Figure 1. Signal wires on met3.
Bar = 20 um.
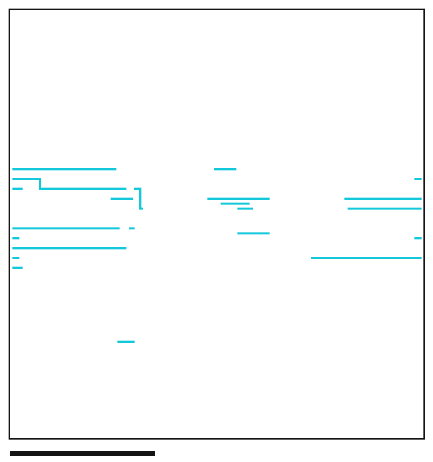
Figure 2. Metal layers overlaid.
Bar = 20 um.
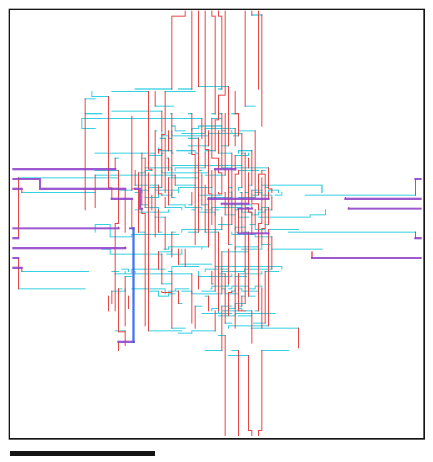
[src/rtl/asap_control.sv]
// Fetch/execute sequencer for the ASAP-1 datapath: decodes the IR opcode into
// per-cycle bus strobes and keeps the zero/carry flags used by JZ/JC.
module asap_control (
  input  logic       clk,
  input  logic       rst,
  input  logic       run,
  input  logic [3:0] opcode,
  input  logic       zf,
  input  logic       cf,
  output logic       pc_oe,
  output logic       pc_inc,
  output logic       pc_load,
  output logic       mar_load,
  output logic       ram_oe,
  output logic       ram_load,
  output logic       ir_load,
  output logic       ir_oe,
  output logic       a_load,
  output logic       a_oe,
  output logic       b_load,
  output logic       alu_oe,
  output logic       alu_sub,
  output logic       out_load,
  output logic       halted,
  output logic [2:0] step
);

  typedef enum logic [2:0] {
    S_IDLE = 3'd0,
    S_T0   = 3'd1,
    S_T1   = 3'd2,
    S_T2   = 3'd3,
    S_T3   = 3'd4,
    S_T4   = 3'd5,
    S_ILL  = 3'd6,
    S_HALT = 3'd7
  } state_t;

  localparam logic [3:0] OP_NOP = 4'd0;
  localparam logic [3:0] OP_LDA = 4'd1;
  localparam logic [3:0] OP_ADD = 4'd2;
  localparam logic [3:0] OP_SUB = 4'd3;
  localparam logic [3:0] OP_STA = 4'd4;
  localparam logic [3:0] OP_LDI = 4'd5;
  localparam logic [3:0] OP_JMP = 4'd6;
  localparam logic [3:0] OP_JC  = 4'd7;
  localparam logic [3:0] OP_JZ  = 4'd8;
  localparam logic [3:0] OP_OUT = 4'd14;
  localparam logic [3:0] OP_HLT = 4'd15;

  state_t r_state;
  state_t w_next;
  state_t w_after;
  logic   r_zflag;
  logic   r_cflag;
  logic   w_alu_op;
  logic   w_flag_ld;

  // Where the sequencer goes once the current instruction's last step ends.
  assign w_after   = run ? S_T0 : S_IDLE;
  assign w_alu_op  = (opcode == OP_ADD) || (opcode == OP_SUB);
  assign w_flag_ld = (r_state == S_T4) && w_alu_op;
  assign step      = r_state;

  always_ff @(posedge clk or negedge rst) begin
    if (!rst) begin
      r_state <= S_IDLE;
    end else begin
      r_state <= w_next;
    end
  end

  // Flags latch on the same edge that writes the ALU result into A.
  always_ff @(posedge clk or negedge rst) begin
    if (!rst) begin
      r_zflag <= 1'b0;
      r_cflag <= 1'b0;
    end else if (w_flag_ld) begin
      r_zflag <= zf;
      r_cflag <= cf;
    end
  end

  always_comb begin
    w_next   = r_state;
    pc_oe    = 1'b0;
    pc_inc   = 1'b0;
    pc_load  = 1'b0;
    mar_load = 1'b0;
    ram_oe   = 1'b0;
    ram_load = 1'b0;
    ir_load  = 1'b0;
    ir_oe    = 1'b0;
    a_load   = 1'b0;
    a_oe     = 1'b0;
    b_load   = 1'b0;
    alu_oe   = 1'b0;
    alu_sub  = 1'b0;
    out_load = 1'b0;
    halted   = 1'b0;

    case (r_state)
      S_IDLE: w_next = run ? S_T0 : S_IDLE;
      S_T0: begin
        pc_oe    = 1'b1;
        mar_load = 1'b1;
        w_next   = S_T1;
      end
      S_T1: begin
        ram_oe  = 1'b1;
        ir_load = 1'b1;
        pc_inc  = 1'b1;
        w_next  = S_T2;
      end
      S_T2: begin
        w_next = w_after;
        case (opcode)
          OP_LDA, OP_ADD, OP_SUB, OP_STA: begin
            ir_oe    = 1'b1;
            mar_load = 1'b1;
            w_next   = S_T3;
          end
          OP_LDI: begin
            ir_oe  = 1'b1;
            a_load = 1'b1;
          end
          OP_JMP: begin
            ir_oe   = 1'b1;
            pc_load = 1'b1;
          end
          OP_JC: begin
            ir_oe   = 1'b1;
            pc_load = r_cflag;
          end
          OP_JZ: begin
            ir_oe   = 1'b1;
            pc_load = r_zflag;
          end
          OP_OUT: begin
            a_oe     = 1'b1;
            out_load = 1'b1;
          end
          OP_HLT:  w_next = S_HALT;
          OP_NOP:  w_next = w_after;
          default: w_next = w_after;
        endcase
      end
      S_T3: begin
        w_next = w_after;
        case (opcode)
          OP_LDA: begin
            ram_oe = 1'b1;
            a_load = 1'b1;
          end
          OP_ADD, OP_SUB: begin
            ram_oe = 1'b1;
            b_load = 1'b1;
            w_next = S_T4;
          end
          OP_STA: begin
            a_oe     = 1'b1;
            ram_load = 1'b1;
          end
          default: w_next = w_after;
        endcase
      end
      S_T4: begin
        w_next  = w_after;
        alu_oe  = w_alu_op;
        a_load  = w_alu_op;
        alu_sub = (opcode == OP_SUB);
      end
      S_HALT: begin
        halted = 1'b1;
        w_next = S_HALT;
      end
      S_ILL:   w_next = S_IDLE;
      default: w_next = S_IDLE;
    endcase
  end

endmodule

[config.mk]
export PLATFORM = sky130hd
export DESIGN_NAME = asap_control
export DESIGN_NICKNAME = d
export VERILOG_FILES = /design/src/rtl/asap_control.sv
export SDC_FILE = /design/constraint.sdc
export NUM_CORES = 1
export LEC_CHECK = 0
export ABC_AREA = 1
export CAP_MARGIN = 20
export CORE_AREA = 10 10 47 49
export DETAILED_ROUTE_END_ITERATION = 8
export DIE_AREA = 0 0 57 59
export GPL_ROUTABILITY_DRIVEN = 1
export PLACE_DENSITY = 0.86
export SKIP_LAST_GASP = 1
export SLEW_MARGIN = 30
export SYNTH_ARGS = -nofsm -noshare
export SYNTH_HDL_FRONTEND = slang
export SYNTH_SLANG_ARGS = --single-unit
export TNS_END_PERCENT = 20
[constraint.sdc]
create_clock -name clk -period 2.3 [get_ports clk]
set_input_delay 0.345 -clock clk [delete_from_list [all_inputs] [get_ports clk]]
set_output_delay 0.345 -clock clk [all_outputs]
set_load 0.005 [all_outputs]
==> out/qor.yml <==
hp-class: "in2async"
fp.dieW_um: 57
cellLeakagePower_nw: 0.4151
biggestCellCategory: "combinational gates"
cts_max_path_buffers: 2
clock_buffer_count: 4
clock_skew_ps: 1.579
nonClkBufAreaFrac: 0.3564
grt_pass1_vias: 614
power.total_uw: 675.5
cellPowerDensity_nw_per_um2: 811.9
synth_nets: 87
chipArea_um2: 3363
edf_count: 0
sh_seq_area: 0.1504
final-clk-cell-share: 0.03158
ioPinCount: 27
antenna_found_initial: 0
ir_drop_uv: 623.8
seq_area_um2: 125.1
comb.multi_input.count: 58
clock-root-buffer: "clkbuf_4"
tightest_slew_ps: 293.0
final_layout_size_suffix_gt1_frac: 0.1802
worst-endpoint-required_ps: 1960
comb_area_share: 0.3744
status: "finished clean"
yosysMostFrequentCell: "nand2_1"
syn2layout_area_growth_pct: 69.21
rsz0062_at_grt: "no"
utilization: 0.5938
swShare: 0.4099
overflow: 0
p_comb_frac: 0.600
inv_count: 14
seq_cells: 5
clkTransAtPathRegs_ps: 40
post-route-period-util: 0.9209
drtIter0Drc: 13
synth_area_leader_cell: "dfrtp_1"
dp_hpwl_um: 1395
n_tap_cell: 16
post_dp_cell_area_um2: 794.5
grt_pass1_wl_um: 2697
start_kind: "flip-flop"
ys_cells: 78
dr.pass1.iters: 4
hold_violations: 0
clock-sinks: 5
Notes on Figure 1 above:
longest straight run: 15.4 um
nets with wire on the layer: 19
wire length on this layer: 130 um
main direction: horizontal

Notes on Figure 2 above:
legend:
  M1:
    colour: cyan
    wire_length: 630 um
  M4:
    colour: blue
    wire_length: 15.6 um
  M2:
    colour: red
    wire_length: 884 um
  M3:
    colour: purple
    wire_length: 130 um
Avg WL per Cell: 13.06 um
final wirelength: 1659 um

[logic make-up (layout without fill, tap and decap cells)]
group | after synthesis | after routing | synth area share
AND/OR/NAND/NOR | 48 | 48 | 0.5038
AND-OR/OR-AND | 10 | 10 | 0.1196
flip-flops | 5 | 5 | 0.2545
buffers and inverters | 15 | 48 | 0.1221
[final timing paths]
check,from,to,slack (ps),cells past startpoint
worst max-delay path,step[2],a_load,180,6
worst min-delay path,rst,step[2],320,1
worst max register to register,step[2],step[2],1180,5
worst min register to register,r_cflag,r_cflag,490,2
max in group asynchronous,rst,r_zflag,1790,1
min in group clk,r_cflag,r_cflag,490,2
[layer usage]
metal | share of wire | vias to the layer above | global-route usage
li1 | - | 316 | -
met1 | 0.38 | 279 | 0.09724
met2 | 0.53 | 29 | 0.1783
met3 | 0.078 | 2 | 0.03863
met4 | 0.0090 | 0 | 0.06040
met5 | 0 | - | 0
[worst max-delay path, cell delays in order (launching register included)]
cell and delay [ps]:
dfrtp_1 470, nor2_4 190, nand2_2 120, inv_2 90, nand4_1 80, nand2_1 80, clkdlybuf4s50_1 500
[cells in the final DEF (no fill, tap or decap), drive strengths merged]
| cell | n |
|---|---|
| a21oi | 3 |
| buf | 4 |
| clkbuf | 4 |
| clkdlybuf4s50 | 22 |
| dfrtp | 5 |
| dlygate4sd2 | 1 |
| dlymetal6s2s | 3 |
| inv | 14 |
| nand2 | 19 |
| nand3 | 10 |
| nand4 | 3 |
| nor2 | 13 |
| nor3 | 2 |
| o211ai | 1 |
| o21ai | 3 |
| o21bai | 2 |
| o22ai | 1 |
| or2 | 1 |
[through the flow]
step           cells  hold slack (ps)
2_1_floorplan     78            49.41
6_report         127            322.9
4_1_cts          127            315.3
3_3_place_gp     123            494.0
3_5_place_dp     123            492.5
5_1_grt          127            319.9
